$ cat src/rtl/config_frame_sequencer_if.sv
// rtl/config_frame_sequencer_if.sv - word stream handshake into the frame sequencer
interface config_frame_sequencer_if;
    logic [31:0] s_data;
    logic        s_valid;
    logic        s_ready;

    modport master (output s_data, output s_valid, input s_ready);
    modport slave  (input s_data, input s_valid, output s_ready);
endinterface

$ cat src/rtl/config_frame_sequencer.sv
// rtl/config_frame_sequencer.sv - assembles header+row words into a frame and strobes it into one column frame slot
module config_frame_sequencer #(
    parameter int          FrameBitsPerRow = 32,
    parameter int          MaxFramesPerCol = 20,
    parameter int          NumberOfRows    = 4,
    parameter int          NumberOfCols    = 4,
    parameter logic [7:0]  SyncByte        = 8'hFA
) (
    input  logic                                      CLK,
    input  logic                                      resetn,
    config_frame_sequencer_if.slave                   s,
    output logic [FrameBitsPerRow*NumberOfRows-1:0]   FrameData,
    output logic [MaxFramesPerCol*NumberOfCols-1:0]   FrameStrobe,
    output logic                                      busy,
    output logic                                      err,
    input  logic                                      err_clr,
    output logic [15:0]                               frame_count
);
    localparam int FDW = FrameBitsPerRow * NumberOfRows;
    localparam int SW  = MaxFramesPerCol * NumberOfCols;
    localparam int IW  = $clog2(SW);
    localparam int RW  = (NumberOfRows > 1) ? $clog2(NumberOfRows) : 1;
    localparam int CW  = (NumberOfCols > 1) ? $clog2(NumberOfCols) : 1;

    typedef enum logic [1:0] {IDLE, LOAD, STROBE, HOLD} state_e;

    state_e          state_q, state_d;
    logic [FDW-1:0]  frame_data_q, frame_data_d;
    logic [SW-1:0]   strobe_q, strobe_d;
    logic            s_ready_q, s_ready_d;
    logic            err_q, err_d;
    logic [15:0]     count_q, count_d;
    logic [RW-1:0]   row_q, row_d;
    logic [CW-1:0]   col_q, col_d;
    logic [4:0]      frame_q, frame_d;
    logic            xfer, hdr_ok, last_row;
    logic [IW-1:0]   strobe_idx;

    assign xfer       = s.s_valid && s_ready_q;
    assign hdr_ok     = (s.s_data[31:24] == SyncByte)
                     && (s.s_data[15:8] < 8'(NumberOfCols))
                     && (s.s_data[4:0] < 5'(MaxFramesPerCol));
    assign last_row   = (row_q == RW'(NumberOfRows - 1));
    assign strobe_idx = IW'(col_q) * IW'(MaxFramesPerCol) + IW'(frame_q);

    always_ff @(posedge CLK) begin
        if (!resetn) begin
            state_q      <= IDLE;
            frame_data_q <= '0;
            strobe_q     <= '0;
            s_ready_q    <= 1'b0;
            err_q        <= 1'b0;
            count_q      <= '0;
            row_q        <= '0;
            col_q        <= '0;
            frame_q      <= '0;
        end else begin
            state_q      <= state_d;
            frame_data_q <= frame_data_d;
            strobe_q     <= strobe_d;
            s_ready_q    <= s_ready_d;
            err_q        <= err_d;
            count_q      <= count_d;
            row_q        <= row_d;
            col_q        <= col_d;
            frame_q      <= frame_d;
        end
    end

    always_comb begin
        state_d = state_q;
        case (state_q)
            IDLE:    if (xfer && hdr_ok) state_d = LOAD;
            LOAD:    if (xfer && last_row) state_d = STROBE;
            STROBE:  state_d = HOLD;
            default: state_d = IDLE;
        endcase
    end

    always_comb begin
        frame_data_d = frame_data_q;
        row_d        = row_q;
        col_d        = col_q;
        frame_d      = frame_q;
        count_d      = count_q;
        strobe_d     = '0;
        s_ready_d    = (state_d == IDLE) || (state_d == LOAD);

        // A new invalid header must win over a simultaneous clear request.
        err_d = err_clr ? 1'b0 : err_q;
        if (state_q == IDLE && xfer) begin
            if (hdr_ok) begin
                col_d   = s.s_data[8 +: CW];
                frame_d = s.s_data[4:0];
                row_d   = '0;
            end else begin
                err_d = 1'b1;
            end
        end

        if (state_q == LOAD && xfer) begin
            for (int r = 0; r < NumberOfRows; r++) begin
                if (row_q == RW'(r)) frame_data_d[r*FrameBitsPerRow +: FrameBitsPerRow] = s.s_data;
            end
            row_d = last_row ? '0 : row_q + RW'(1);
        end

        if (state_d == STROBE) begin
            for (int i = 0; i < SW; i++) strobe_d[i] = (strobe_idx == IW'(i));
        end

        if (state_q == STROBE) count_d = count_q + 16'd1;
    end

    assign s.s_ready   = s_ready_q;
    assign FrameData   = frame_data_q;
    assign FrameStrobe = strobe_q;
    assign busy        = (state_q != IDLE);
    assign err         = err_q;
    assign frame_count = count_q;
endmodule

$ cat src/flat_wrapper.sv
// flat-port wrapper written by rule: the top's interface ports become plain ports
module config_frame_sequencer_flat 
#(
    parameter int          FrameBitsPerRow = 32,
    parameter int          MaxFramesPerCol = 20,
    parameter int          NumberOfRows    = 4,
    parameter int          NumberOfCols    = 4,
    parameter logic [7:0]  SyncByte        = 8'hFA
)
  (CLK, resetn, FrameData, FrameStrobe, busy, err, err_clr, frame_count, s_s_data, s_s_valid, s_s_ready);
  config_frame_sequencer_if s_i ();
  input  logic CLK;
  input  logic resetn;
  output logic [FrameBitsPerRow*NumberOfRows-1:0] FrameData;
  output logic [MaxFramesPerCol*NumberOfCols-1:0] FrameStrobe;
  output logic busy;
  output logic err;
  input  logic err_clr;
  output logic [15:0] frame_count;
  input wire logic [$bits(s_i.s_data)-1:0] s_s_data;
  input wire logic [$bits(s_i.s_valid)-1:0] s_s_valid;
  output wire logic [$bits(s_i.s_ready)-1:0] s_s_ready;
  assign s_i.s_data = s_s_data;
  assign s_i.s_valid = s_s_valid;
  assign s_s_ready = s_i.s_ready;
  config_frame_sequencer #(.FrameBitsPerRow(FrameBitsPerRow), .MaxFramesPerCol(MaxFramesPerCol), .NumberOfRows(NumberOfRows), .NumberOfCols(NumberOfCols), .SyncByte(SyncByte)) u_core (.CLK(CLK), .resetn(resetn), .s(s_i), .FrameData(FrameData), .FrameStrobe(FrameStrobe), .busy(busy), .err(err), .err_clr(err_clr), .frame_count(frame_count));
endmodule
$ cat config.mk
export PLATFORM = sky130hd
export DESIGN_NAME = config_frame_sequencer_flat
export DESIGN_NICKNAME = d
export VERILOG_FILES = /design/src/rtl/config_frame_sequencer_if.sv /design/src/rtl/config_frame_sequencer.sv /design/src/flat_wrapper.sv
export SDC_FILE = /design/constraint.sdc
export NUM_CORES = 1
export LEC_CHECK = 0
export ABC_AREA = 0
export CAP_MARGIN = 10
export CORE_ASPECT_RATIO = 0.9
export CORE_UTILIZATION = 46
export CTS_BUF_LIST = sky130_fd_sc_hd__clkbuf_16
export DETAILED_ROUTE_END_ITERATION = 7
export PLACE_DENSITY = 0.87
export SYNTH_ARGS = -nofsm -noshare
export SYNTH_HDL_FRONTEND = slang
export SYNTH_SLANG_ARGS = --single-unit
$ cat constraint.sdc
create_clock -name CLK -period 2.5 [get_ports CLK]
set_input_delay 0.5 -clock CLK [delete_from_list [all_inputs] [get_ports CLK]]
set_output_delay 0.5 -clock CLK [all_outputs]
set_load 0.05 [all_outputs]
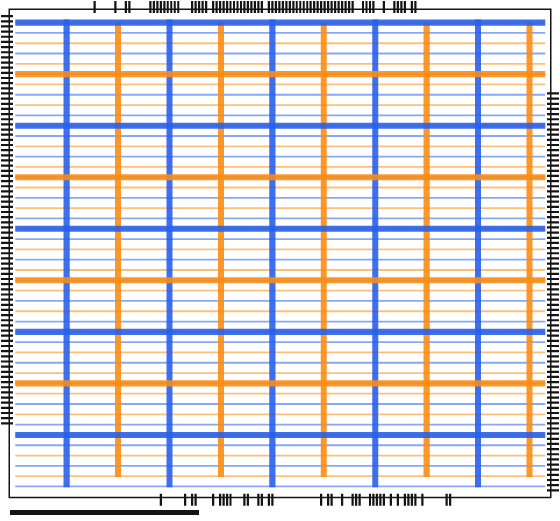
*Floorplan with the power grid*
Bar = 50 um. Pins as bars on the die edge.
legend:
  VDD:
    color: orange
  VSS:
    color: blue
signal pins: 263
met1 rails: 46
total core area: 17120 sq um
Die Y-Extent: 128.4 um

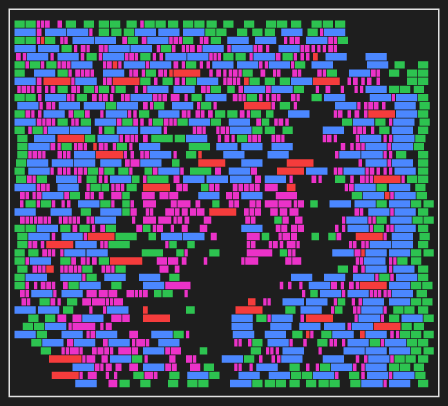
*Placement by cell class*
legend:
  remaining buffers and delay cells:
    color: green
    cells: 297
  sequential cells:
    color: blue
    cells: 237
  combinational and other logic:
    color: magenta
    cells: 650
  clock drivers and dummy loads:
    color: red
    cells: 40
finished layout cell area: 11830 sq um
num rows: 45
fraction of area in registers: 0.4011
final core utilization: 0.6912

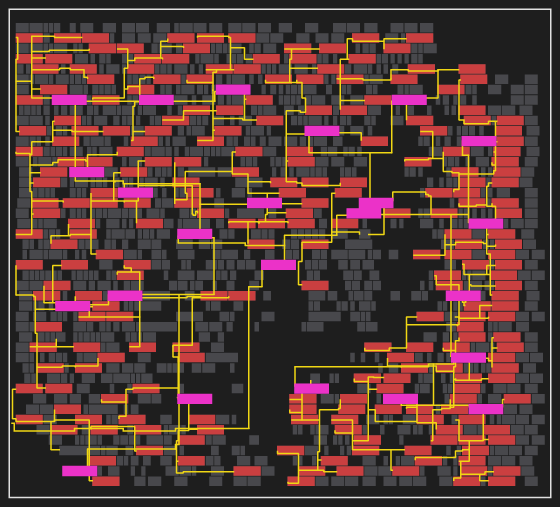
*Clock network drawn from the DEF*
legend:
  clock drivers:
    color: magenta
    count: 23
  clock wires:
    color: yellow
    length: 2580 um
  flip-flops:
    color: red
    count: 237
flops lie: widely spread
routed clock nets: 24
fraction of power consumed by the clock network: 0.456
Worst-Skew Late Latency: 0.50 ns
Post-Route Skew: 0.01473 ns

==> impl_metrics.tcl <==
# implementation run metrics
set metrics [dict create \
    status "completed" \
    antenna_cells_inserted 0 \
    logic_area_sq_um 3064 \
    wl_per_cell_um 16.58 \
    hold_viol 0 \
    ctsResizeCount 1 \
    yosysChipArea_sq_um 8172 \
    vias_in_the_first_global_route 7104 \
    synth-seq-area-share 0.5806 \
    critPathLaunchType "flop" \
    layout-drive-gt1-share 0.06536 \
    critical_path_peak_fanout 4 \
    path_cells "clkdlybuf4s50_1" \
    mostFrequentLayoutCell "sky130_fd_sc_hd__nand2_1" \
    area.growth.synth_to_final_pct 44.77 \
    arrival_ns 1.84 \
    count_of_flip_flops_with_a_built_in_enable_after_synthesis 0 \
    layout.nets 1254 \
    hold_path_depth 2 \
    synth.distinct_cells 51 \
    timing.final.setup_violations 0 \
    hold_crit_start "u_core.FrameData[127]" \
    overflow 0 \
    worst_hold_path_type "reg -> reg" \
    synth.ff_latch_count 237 \
    drc_errors 0 \
    drt.antenna.violating_nets 0 \
    sequentialPowerShare 0.519 \
    clock_tree_from_tritoncts "yes" \
    irDropWorstVdd_v 0.0005616 \
    pg_seq_mw 3.78 \
    ff_type "sky130_fd_sc_hd__dfxtp_1" \
    p_sw_mw 1.546 \
    grt_setup_unrepaired "false" \
    gr-usage-met2 0.4409 \
    filler_cell_count 1302 \
    critical_path_buf_inv_count 1 \
    cts_root_buffer "sky130_fd_sc_hd__clkbuf_16" \
    power_switching_share 0.2122 \
    drt_iter0_drc 405 \
    antenna_found_initial 0 \
    tightest_slew_ns 0.6053 \
    clock_power_mw 3.32 \
    power_frac_comb 0.025 \
    post_cts_hold_buffer_count 0 \
    cp_top_family "buffers and inverters" \
    floorplan.core_util 0.4774 \
    path_class "reg -> out" \
    cp.required_ns 2.00 \
    detail_route.first_pass.iterations 4 \
    placed_cell_area_sq_um 11120 \
]
==> cells in the mapped netlist, drive strengths merged (2+ instances only) <==
cell / n / share of area
xor2: 4 / 0.0043
nor3: 5 / 0.0031
o22ai: 3 / 0.0023
nand4: 10 / 0.0095
and4b: 3 / 0.0037
and2: 4 / 0.0031
o21ai: 12 / 0.0073
nand2: 284 / 0.13
nor4: 6 / 0.0069
nand4b: 3 / 0.0051
nand3: 9 / 0.0055
nand2b: 5 / 0.0038
nor4b: 6 / 0.0083
a211oi: 2 / 0.0024
and3b: 2 / 0.0021
mux2i: 3 / 0.0037
clkbuf: 20 / 0.0092
and3: 3 / 0.0023
nor2b: 3 / 0.0023
inv: 11 / 0.0051
or3: 3 / 0.0023
buf: 36 / 0.030
xnor2: 8 / 0.0086
a21oi: 140 / 0.086
nor2: 100 / 0.046
dfxtp: 237 / 0.58
ha: 8 / 0.012
==> logic make-up after synthesis <==
logic type                 after synthesis  synth area share
muxes                                    3          0.003675
and+or+nand+nor                        450            0.2381
adders and majority gates                9           0.01470
xor gates and xnor gates                12           0.01286
DFF                                    237            0.5806
buffers and inverters                   67           0.04440
AOI/OAI and AO/OA                      165            0.1057
==> state kept, by name (all words and copies together), names as in the netlist <==
register / flops
u_core.FrameData: 128
u_core.FrameStrobe: 80
u_core.col_q: 2
u_core.err: 1
u_core.frame_count: 16
u_core.frame_q: 5
u_core.row_q: 2
u_core.s.s_ready: 1
u_core.state_q: 2
==> through the flow <==
stage               instances  worst slack (ns)  utilization  hold WS, ns
floorplan                 943            0.5168            -       0.4539
global placement         1419            0.1170       0.6496       0.4401
detailed placement       1419           0.06610       0.6496       0.4465
CTS                      1459            0.1432       0.6912       0.4549
global route             1459           0.09050       0.6912       0.4651
finish                   1459            0.1571       0.6912       0.4531
==> how the worst max path moves through the flow <==
| stage | from | to | slack, ns | cells after the start |
|---|---|---|---|---|
| finish | u_core.frame_count[5] | frame_count[5] | 0.16 | 1 |
| global placement | s_s_data[12] | u_core.err | 0.12 | 6 |
| detailed placement | s_s_data[12] | u_core.state_q[0] | 0.07 | 6 |
| global route | u_core.frame_count[3] | frame_count[3] | 0.09 | 1 |
| floorplan | u_core.frame_q[2] | u_core.FrameStrobe[10] | 0.52 | 8 |
| CTS | u_core.frame_count[3] | frame_count[3] | 0.14 | 1 |
==> layout make-up <==
| class | instances | area share |
|---|---|---|
| Sequential cell | 237 | 0.4011 |
| Multi-Input combinational cell | 639 | 0.2590 |
| Timing Repair Buffer | 297 | 0.2512 |
| Clock buffer | 23 | 0.04865 |
| Tap cell | 235 | 0.02485 |
| Clock inverter | 17 | 0.01153 |
| Inverter | 11 | 0.003702 |
==> tightest hold or removal path, delay by kind of cell (launching register included) <==
family             cells  cell delay, ns
and+or+nand+nor        1            0.05
DFF                    1            0.31
AOI/OAI and AO/OA      1            0.05
==> per-layer routing <==
metal / up-vias / routed length [um]
met2: 320 / 11550
met4: 0 / 707
met1: 3608 / 9624
met5: - / 0
li1: 3601 / -
met3: 55 / 2298
Power and IR drop assume default switching activity.
